--- config.mk ---
export PLATFORM = sky130hd
export DESIGN_NAME = uart_tx
export DESIGN_NICKNAME = d
export VERILOG_FILES = /design/src/rtl/common_pkg.sv /design/src/rtl/uart_tx_fifo.sv /design/src/rtl/uart_tx.sv
export SDC_FILE = /design/constraint.sdc
export NUM_CORES = 1
export LEC_CHECK = 0
export CAP_MARGIN = 20
export CELL_PAD_IN_SITES_DETAIL_PLACEMENT = 0
export CELL_PAD_IN_SITES_GLOBAL_PLACEMENT = 1
export CORE_UTILIZATION = 48
export CTS_CLUSTER_DIAMETER = 40
export DETAILED_ROUTE_END_ITERATION = 16
export HOLD_SLACK_MARGIN = 0.12
export PLACE_DENSITY_LB_ADDON = 0.1
export SYNTH_ARGS = -nofsm -noshare
export SYNTH_HDL_FRONTEND = slang
export SYNTH_HIERARCHICAL = 1
export SYNTH_SLANG_ARGS = --single-unit
--- constraint.sdc ---
create_clock -name clk -period 2.8 [get_ports clk]
set_input_delay 0.56 -clock clk [delete_from_list [all_inputs] [get_ports clk]]
set_output_delay 0.56 -clock clk [all_outputs]
set_load 0.02 [all_outputs]
--- src/rtl/common_pkg.sv ---
// Shared types and constants for the UART transmit path.
package common;

  typedef enum logic [1:0] {
    IDLE,
    START,
    DATA,
    STOP
  } uart_tx_state_t;

  localparam int unsigned UART_CLKS_PER_BIT = 868;
  localparam int unsigned UART_FIFO_DEPTH   = 4;

endpackage

--- src/rtl/uart_tx_fifo.sv ---
// Byte FIFO feeding the UART shifter; pointers carry an extra wrap bit.
module uart_tx_fifo #(
  parameter int unsigned DEPTH = 4
) (
  input  logic                         clk,
  input  logic                         reset,
  input  logic                         push,
  input  logic [7:0]                   wr_data,
  input  logic                         pop,
  output logic [7:0]                   rd_data,
  output logic                         full,
  output logic                         empty,
  output logic [$clog2(DEPTH+1)-1:0]   count
);

  localparam int unsigned AW = $clog2(DEPTH);
  localparam int unsigned PW = AW + 1;
  localparam int unsigned CW = $clog2(DEPTH + 1);

  logic [7:0]    mem [DEPTH];
  logic [PW-1:0] wr_ptr;
  logic [PW-1:0] rd_ptr;
  logic [PW-1:0] diff;

  assign empty   = (wr_ptr == rd_ptr);
  assign full    = (wr_ptr[PW-1] != rd_ptr[PW-1]) && (wr_ptr[AW-1:0] == rd_ptr[AW-1:0]);
  assign diff    = wr_ptr - rd_ptr;
  assign count   = CW'(diff);
  assign rd_data = mem[rd_ptr[AW-1:0]];

  // Storage write; contents need no reset since pointers gate visibility.
  always_ff @(posedge clk) begin
    if (push && !full) begin
      mem[wr_ptr[AW-1:0]] <= wr_data;
    end
  end

  // Pointer update; reset discards anything queued.
  always_ff @(posedge clk) begin
    if (reset) begin
      wr_ptr <= '0;
      rd_ptr <= '0;
    end else begin
      if (push && !full) begin
        wr_ptr <= wr_ptr + PW'(1);
      end
      if (pop && !empty) begin
        rd_ptr <= rd_ptr + PW'(1);
      end
    end
  end

endmodule

--- src/rtl/uart_tx.sv ---
// 8N1 UART transmitter with a small input FIFO and back-to-back framing.
module uart_tx
  import common::*;
#(
  parameter int unsigned CLKS_PER_BIT = UART_CLKS_PER_BIT,
  parameter int unsigned FIFO_DEPTH   = UART_FIFO_DEPTH
) (
  input  logic                              clk,
  input  logic                              reset,
  input  logic [7:0]                        tx_data,
  input  logic                              tx_valid,
  output logic                              tx_ready,
  output logic                              io_tx,
  output logic                              busy,
  output logic [$clog2(FIFO_DEPTH+1)-1:0]   fifo_count
);

  localparam int unsigned BW = $clog2(CLKS_PER_BIT);
  localparam logic [BW-1:0] BAUD_LAST = BW'(CLKS_PER_BIT - 1);

  uart_tx_state_t state_q, state_d;
  logic [BW-1:0]  baud_q, baud_d;
  logic [2:0]     bit_q, bit_d;
  logic [7:0]     shift_q, shift_d;
  logic           io_tx_d;
  logic           pop;
  logic           push;
  logic           fifo_full;
  logic           fifo_empty;
  logic [7:0]     fifo_head;
  logic           bit_end;

  assign tx_ready = !fifo_full && !reset;
  assign push     = tx_valid && tx_ready;
  assign busy     = (state_q != IDLE) || !fifo_empty;
  assign bit_end  = (baud_q == BAUD_LAST);

  uart_tx_fifo #(
    .DEPTH (FIFO_DEPTH)
  ) u_fifo (
    .clk     (clk),
    .reset   (reset),
    .push    (push),
    .wr_data (tx_data),
    .pop     (pop),
    .rd_data (fifo_head),
    .full    (fifo_full),
    .empty   (fifo_empty),
    .count   (fifo_count)
  );

  // Next-state, line level and datapath updates for the framing FSM.
  always_comb begin
    state_d = state_q;
    io_tx_d = io_tx;
    baud_d  = baud_q;
    bit_d   = bit_q;
    shift_d = shift_q;
    pop     = 1'b0;
    unique case (state_q)
      IDLE: begin
        io_tx_d = 1'b1;
        baud_d  = '0;
        if (!fifo_empty) begin
          pop     = 1'b1;
          shift_d = fifo_head;
          io_tx_d = 1'b0;
          state_d = START;
        end
      end
      START: begin
        if (bit_end) begin
          baud_d  = '0;
          bit_d   = '0;
          io_tx_d = shift_q[0];
          state_d = DATA;
        end else begin
          baud_d = baud_q + BW'(1);
        end
      end
      DATA: begin
        if (bit_end) begin
          baud_d  = '0;
          shift_d = shift_q >> 1;
          bit_d   = bit_q + 3'd1;
          if (bit_q == 3'd7) begin
            io_tx_d = 1'b1;
            state_d = STOP;
          end else begin
            io_tx_d = shift_q[1];
          end
        end else begin
          baud_d = baud_q + BW'(1);
        end
      end
      STOP: begin
        if (bit_end) begin
          baud_d = '0;
          if (!fifo_empty) begin
            // Chain straight into the next frame with no idle gap.
            pop     = 1'b1;
            shift_d = fifo_head;
            io_tx_d = 1'b0;
            state_d = START;
          end else begin
            state_d = IDLE;
          end
        end else begin
          baud_d = baud_q + BW'(1);
        end
      end
      default: begin
        state_d = IDLE;
        io_tx_d = 1'b1;
      end
    endcase
  end

  // State and datapath registers; reset truncates any frame in flight.
  always_ff @(posedge clk) begin
    if (reset) begin
      state_q <= IDLE;
      io_tx   <= 1'b1;
      baud_q  <= '0;
      bit_q   <= '0;
      shift_q <= '0;
    end else begin
      state_q <= state_d;
      io_tx   <= io_tx_d;
      baud_q  <= baud_d;
      bit_q   <= bit_d;
      shift_q <= shift_d;
    end
  end

endmodule
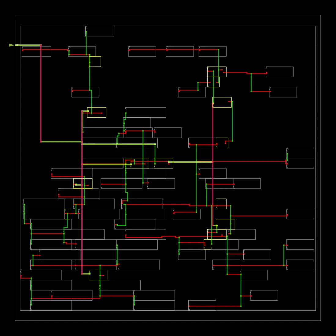
Run 1: clock routing
clock buffer count: 9
P_clk: 0.692 mW
TritonCTS Buffers: 9
clk_skew: 0.006054 ns

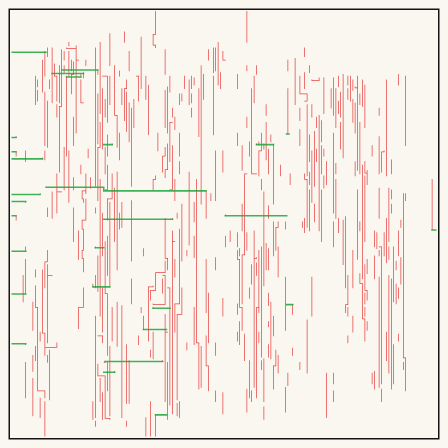
Run 1: signal wires by layer
Two of the layers only.
Red shows met2, wire length 2570 um. Green shows met3, wire length 136 um.

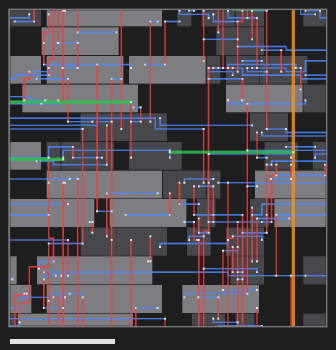
Run 1: close-up of the layout
Scale bar: 10 um. Window x 26 to 56, y 26 to 56 um. Cells in grey, sequential cells in the stronger grey; small squares are vias.
Green shows met3. Orange shows met4. Red shows met2. Blue shows met1.
Netlist names of flops here include u_fifo/mem (6), shift_q (4), bit_q (2). 40 logic cells have their middle in the window. Most frequent: dfxtp_1 (8), edfxtp_1 (6). Sequential cells in the window: 14.

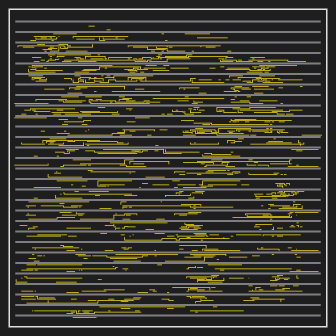
Run 1: metal 1
Supply wires on this layer in grey.
270 nets have wire on it. The longest straight run is 23.9 um. The wires run mostly horizontal. The layer holds 48% of the routed length.
met1 Resource Use GR: 24.43%
final WL: 5474 um
vias: 1991

==> flow_metrics.tcl, run 1 <==
# collected from the flow reports
set metrics [dict create \
    fin_hold_ws_ns 0.4554 \
    ys_top_cells_by_area "edfxtp_1 31%, dfxtp_1 21%, ha_1 6.5%" \
    finalPower_mw 2.932 \
    cts_tree "built" \
    clock_latency_ns 0.33 \
    hp-start "baud_q[0]$_SDFF_PP0_" \
    vdd_ir_drop_max_mv 0.4012 \
    mux_area_share_pct 8.504 \
    instances_no_fill 349 \
    gr-usage-all-layers_pct 18.96 \
    synth_area_per_cell_um2 12.39 \
    drv_cap 0 \
    wl_per_cell_um 15.68 \
    top_area_share_pct 31.40 \
    ys_warn_count 6 \
    dieArea_mm2 0.006699 \
    dpl.hpwl_um 3861 \
    clock_sinks 64 \
    post-route-min-period_ns 2.696 \
    grt_max_degree 29 \
    r2r_start "u_fifo/wr_ptr[0]$_SDFFE_PP0P_" \
    ant_nets 0 \
    cts_hold_repair.buffers 0 \
    power_density_mw_per_mm2 846.6 \
    topCombFamilyByArea "simple AND/OR/NAND/NOR gates" \
    synthDistinctLibCells 58 \
    yosys.stat.seqShare_pct 52.33 \
    edf_count 32 \
    routabilityCongestion 0.7637 \
    avgViaCountPerCell 5.705 \
    outcome "complete, no violations" \
    die_y_um 81.85 \
    top_area_cell "edfxtp_1" \
    port-buffer-count 16 \
    syn_inst 247 \
    start_kind "flip-flop" \
    syn_area_mm2 0.003060 \
    final_util_pct 57.48 \
    syn_nets 275 \
    setup_viol 0 \
    end_kind "output port" \
    critPathRequiredTime_ns 2.24 \
    fp_util_pct 50.79 \
    num_rows 28 \
    cp.arrival_ns 2.14 \
    synth_flop_count 64 \
    fin_setup_tns_ns 0 \
    drt_iter0_markers 98 \
    design.core.area_mm2 0.006026 \
    rsz0062_at_grt "false" \
    fmax_mhz 370.9 \
    io_pins 17 \
    p_leak_nw 1.194 \
    fillers 538 \
    path_max_fanout 6 \
    clk_pin_slew_ns 0.08 \
    dp.cells 333 \
    yosys.area_share.simple_pct 13.25 \
    cp-startpoint "u_fifo/wr_ptr[0]$_SDFFE_PP0P_" \
    hold_path_class "flip-flop to flip-flop" \
    worst_pin_slew_ns 0.6305 \
    grt-ovfl-total 0 \
    synth_chip_area_mm2 0.003060 \
    max_slew_margin_pct 57.97 \
    final_nets 297 \
    chipWidth_um 81.85 \
    ys_cells 247 \
    drive_above_1_share_pct 14.23 \
    synthFlopType "edfxtp_1" \
    area_growth_pct 13.16 \
    warnings 35 \
]
-- run 1: per-stage QoR --
stage	worst slack, ns	cell area, um2
global placement	0.2104	3288
global route	0.04946	3463
finish	0.1036	3463
CTS	0.006232	3462
floorplan	0.06305	3060
detailed placement	0.1766	3288
-- run 1: repair_timing --
item | in CTS | in global routing
setup buffers | 0 | 0
endpoints found under the setup margin | 3 | 1
gates resized | 4 | 1
-- run 1: state kept, by name, indices dropped and copies added, names as in the netlist, named ones only --
signal and flops:
u_fifo/rd_ptr 3, baud_q 10, io_tx 1, shift_q 8
bit_q 3, u_fifo/mem 32, state_q 2, u_fifo/wr_ptr 3
-- run 1: path summary, 6_finish.rpt --
path	depth (start not counted)	slack, ns	end
max	5	0.10	fifo_count[1]
min	1	0.46	baud_q[0]$_SDFF_PP0_
max reg2reg	9	0.44	flip-flop
min reg2reg	1	0.46	baud_q[0]$_SDFF_PP0_
-- run 1: worst max-delay path: stages, from the launching register on --
cell             delay (ns)
dfxtp_2                0.37
inv_1                  0.09
ha_1                   0.22
fa_1                   0.46
inv_1                  0.07
clkdlybuf4s50_1        0.59
-- run 1: final cells by class --
cell class | count | area (um2) | share of cell area, %
Sequential cell | 64 | 1603 | 46.28
Multi-Input combinational cell | 159 | 1339 | 38.66
Timing Repair Buffer | 24 | 216.5 | 6.250
Clock buffer | 9 | 123.9 | 3.577
Tap cell | 75 | 93.84 | 2.710
Clock inverter | 7 | 46.29 | 1.337
Inverter | 11 | 41.29 | 1.192
-- run 1: report_power, final --
group / internal (mW) / total [mW] / switching, mW / leakage (nW)
Combinational: 0.485 / 1.06 / 0.576 / 0.558
Clock: 0.321 / 0.692 / 0.371 / 0.0851
Sequential: 1.09 / 1.18 / 0.0915 / 0.552
-- run 1: cell families after synthesis --
| group | after synthesis |
|---|---|
| and+or+nand+nor | 72 |
| DFF | 64 |
| AOI/OAI and AO/OA | 44 |
| buffers and inverters | 24 |
| adders and majority gates | 17 |
| muxes | 16 |
| xor gates and xnor gates | 10 |
-- run 1: metal layers --
layer | GRT usage, % | routed length, um
met3 | 3.444 | 135
met4 | 9.474 | 118
met1 | 24.43 | 2649
met5 | 0 | 0
met2 | 30.50 | 2570
-- run 1: layout by cell type (no fill, tap or decap), types with 3 or more instances in the layout --
master and instances:
inv_1 11, o21a_1 3, dlygate4sd2_1 3, dfxtp_1 31
nor2_1 18, and2_1 7, mux2i_1 8, a311oi_1 6
nor3_1 6, clkbuf_8 9, nor3b_1 5, a21oi_1 12
mux4_2 8, clkdlybuf4s50_1 13, ha_1 16, nand3_1 4
nand2_1 14, edfxtp_1 32, buf_4 8, xnor2_1 7
==> run 2, diff against run 1 <==
--- a/config.mk
+++ b/config.mk
@@ -13,6 +13,7 @@
 export DETAILED_ROUTE_END_ITERATION = 16
 export HOLD_SLACK_MARGIN = 0.12
 export PLACE_DENSITY_LB_ADDON = 0.1
+export SLEW_MARGIN = 25
 export SYNTH_ARGS = -nofsm -noshare
 export SYNTH_HDL_FRONTEND = slang
 export SYNTH_HIERARCHICAL = 1
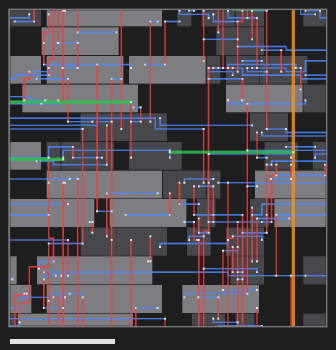
Run 2: close-up of the layout
Scale bar: 10 um. Window x 26 to 56, y 26 to 56 um. Cells in grey, sequential cells in the stronger grey; small squares are vias.
Blue shows met1. Green shows met3. Orange shows met4. Red shows met2.
Sequential cells in the window: 14. Most frequent: dfxtp_1 (8), edfxtp_1 (6). Netlist names of flops here include u_fifo/mem (6), shift_q (4), bit_q (2). 40 logic cells have their middle in the window.

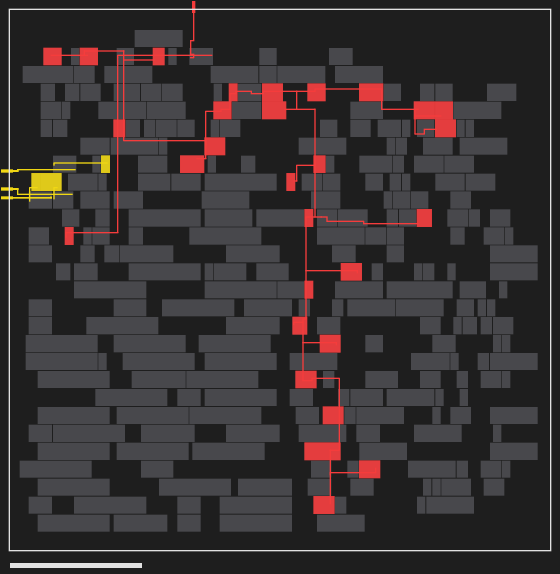
Run 2: I/O nets highlighted
Scale bar: 20 um.
Yellow shows fifo_count, direction output, edge left, end cells 3, buffers 3, wire 39.1 um. Red shows reset, direction input, edge top, end cells 29, buffers 2, wire 283 um.

==> run 2 against run 1 <==
  * Clock-buffer cell count stayed put
  * Via count did not move
  * Worst setup slack did not move
  * Critical path type unchanged
==> flow_metrics.tcl, run 2 <==
# collected from the flow reports
set metrics [dict create \
    outcome "complete, no violations" \
    vias 1991 \
    cp.arrival_ns 2.14 \
    top_area_cell "edfxtp_1" \
    routabilityCongestion 0.7637 \
    fmax_mhz 370.9 \
    grt_max_degree 29 \
    max_slew_margin_pct 57.97 \
    avgViaCountPerCell 5.705 \
    edf_count 32 \
    htreeDepth 3 \
    fp_util_pct 50.79 \
    chipWidth_um 81.85 \
    num_rows 28 \
    crit_path_max_incr_delay_ns 0.59 \
    cts_hold_repair.buffers 0 \
    reg2reg_depth 9 \
    largest_reg_flops 32 \
    port-buffer-count 16 \
    die_y_um 81.85 \
    design.core.area_mm2 0.006026 \
    synth_flop_count 64 \
    drt-total-wl_um 5474 \
    worst_pin_slew_ns 0.6305 \
    gr-usage-all-layers_pct 18.96 \
    critical_path.cell_chain "inv_1 -> ha_1 -> fa_1 -> inv_1 -> clkdlybuf4s50_1" \
    power_density_mw_per_mm2 846.6 \
    ys_warn_count 6 \
    clk_pin_slew_ns 0.08 \
    syn_area_mm2 0.003060 \
    async_flop_share_pct 0 \
    vdd_ir_drop_max_mv 0.4012 \
    lay_top_cells "32 x edfxtp_1, 31 x dfxtp_1, 18 x nor2_1, 16 x ha_1, 14 x nand2_1" \
    ant_nets 0 \
    cts_setup_buffers 0 \
    cp_top_family "buffers and inverters" \
    end_kind "output port" \
    dpl.hpwl_um 3861 \
    critPathRequiredTime_ns 2.24 \
    worst-path-stages 5 \
    cp_num_buf_inv 3 \
    final_common_cell "edfxtp_1" \
    rsz0062_at_grt "false" \
    wl_per_cell_um 15.68 \
    synthFlopType "edfxtp_1" \
    syn_inst 247 \
    yosys.stat.seqShare_pct 52.33 \
    syn_nets 275 \
    drive_above_1_share_pct 14.23 \
    io_pins 17 \
    warnings 35 \
    hold_path_class "flip-flop to flip-flop" \
    cts_tree "built" \
    synth_area_per_cell_um2 12.39 \
    synth_chip_area_mm2 0.003060 \
    ys_top_cells_by_area "edfxtp_1 31%, dfxtp_1 21%, ha_1 6.5%" \
    cts_inserted_buffers 9 \
    final_nets 297 \
    area_growth_pct 13.16 \
    post-route-min-period_ns 2.696 \
    hold_depth 1 \
    top_area_share_pct 31.40 \
    crit_top_cell "inv_1" \
    fin_hold_ws_ns 0.4554 \
    slowest_stage "clkdlybuf4s50_1" \
    drv_cap 0 \
    synthDistinctLibCells 58 \
    drt_iter0_markers 98 \
    fin_setup_tns_ns 0 \
    clock_latency_ns 0.33 \
    start_kind "flip-flop" \
    grt-ovfl-total 0 \
    ys_cells 247 \
    worstSetupPathType "flip-flop to output port" \
    setup_viol 0 \
    dieArea_mm2 0.006699 \
    p_leak_nw 1.194 \
    path_max_fanout 6 \
    finClkSkew_ns 0.006054 \
]
[run 2: cell counts after synthesis]
Identical to the previous run, type by type.
[run 2: path summary, 6_finish.rpt]
kind | startpoint | end
setup / recovery | u_fifo/wr_ptr[0]$_SDFFE_PP0P_ | fifo_count[1]
hold / removal | baud_q[0]$_SDFF_PP0_ | baud_q[0]$_SDFF_PP0_
setup reg to reg | u_fifo/wr_ptr[0]$_SDFFE_PP0P_ | flip-flop
hold reg to reg | baud_q[0]$_SDFF_PP0_ | baud_q[0]$_SDFF_PP0_
[run 2: metrics by stage]
stage | setup slack [ns] | std cells | cell area, um2 | util, % | power (mW)
after floorplan | 0.06305 | 247 | 3060 | - | 1.992
after detailed placement | 0.1766 | 333 | 3288 | 54.57 | 2.275
after CTS | 0.006232 | 349 | 3462 | 57.45 | 2.956
after global placement | 0.2104 | 333 | 3288 | 54.57 | 2.278
after global routing | 0.04946 | 349 | 3463 | 57.48 | 3.132
final | 0.1036 | 349 | 3463 | 57.48 | 2.932
[run 2: cells by family (layout without fill, tap and decap cells)]
family	after synthesis	count (layout)	share of synthesized area (%)
simple gates	72	72	13.25
fa+ha+maj	17	17	7.195
compound gates	44	44	11.69
mux	16	16	8.504
xor+xnor	10	10	2.862
buf+inv	24	51	4.170
flops	64	64	52.33
[run 2: power by group]
group          leakage (nW)  internal (mW)  total, mW  switching, mW
Sequential            0.552           1.09       1.18         0.0915
Combinational         0.558          0.485       1.06          0.576
Clock                0.0851          0.321      0.692          0.371
Total                  1.19           1.89       2.93           1.04
[run 2: layer usage]
layer	GRT usage [%]	up-vias	share of wire [%]
met2	30.50	34	47
met5	0	-	0
li1	-	983	-
met4	9.474	0	2.2
met1	24.43	963	48
met3	3.444	11	2.5
[run 2: worst reg2reg max path, cell delays in order (launching register included)]
cell,delay (ns)
dfxtp_2,0.37
inv_1,0.09
ha_1,0.34
nand2_1,0.16
nor2b_1,0.22
buf_4,0.16
nor3_1,0.05
buf_4,0.15
nor4b_1,0.14
or4_1,0.54
[run 2: layout make-up]
type / count / area (um2)
Clock buffer: 9 / 123.9
Inverter: 11 / 41.29
Fill cell: 538 / 2562
Sequential cell: 64 / 1603
Timing Repair Buffer: 24 / 216.5
Multi-Input combinational cell: 159 / 1339
Tap cell: 75 / 93.84
Clock inverter: 7 / 46.29
[run 2: what timing repair did]
action                                  in CTS  in global routing
endpoints found under the setup margin       3                  1
pin swaps                                    0                  0
resized                                      4                  1
gates cloned                                 0                  0
hold endpoints to repair                     0                  0
Power is estimated from default activity; no workload was simulated.
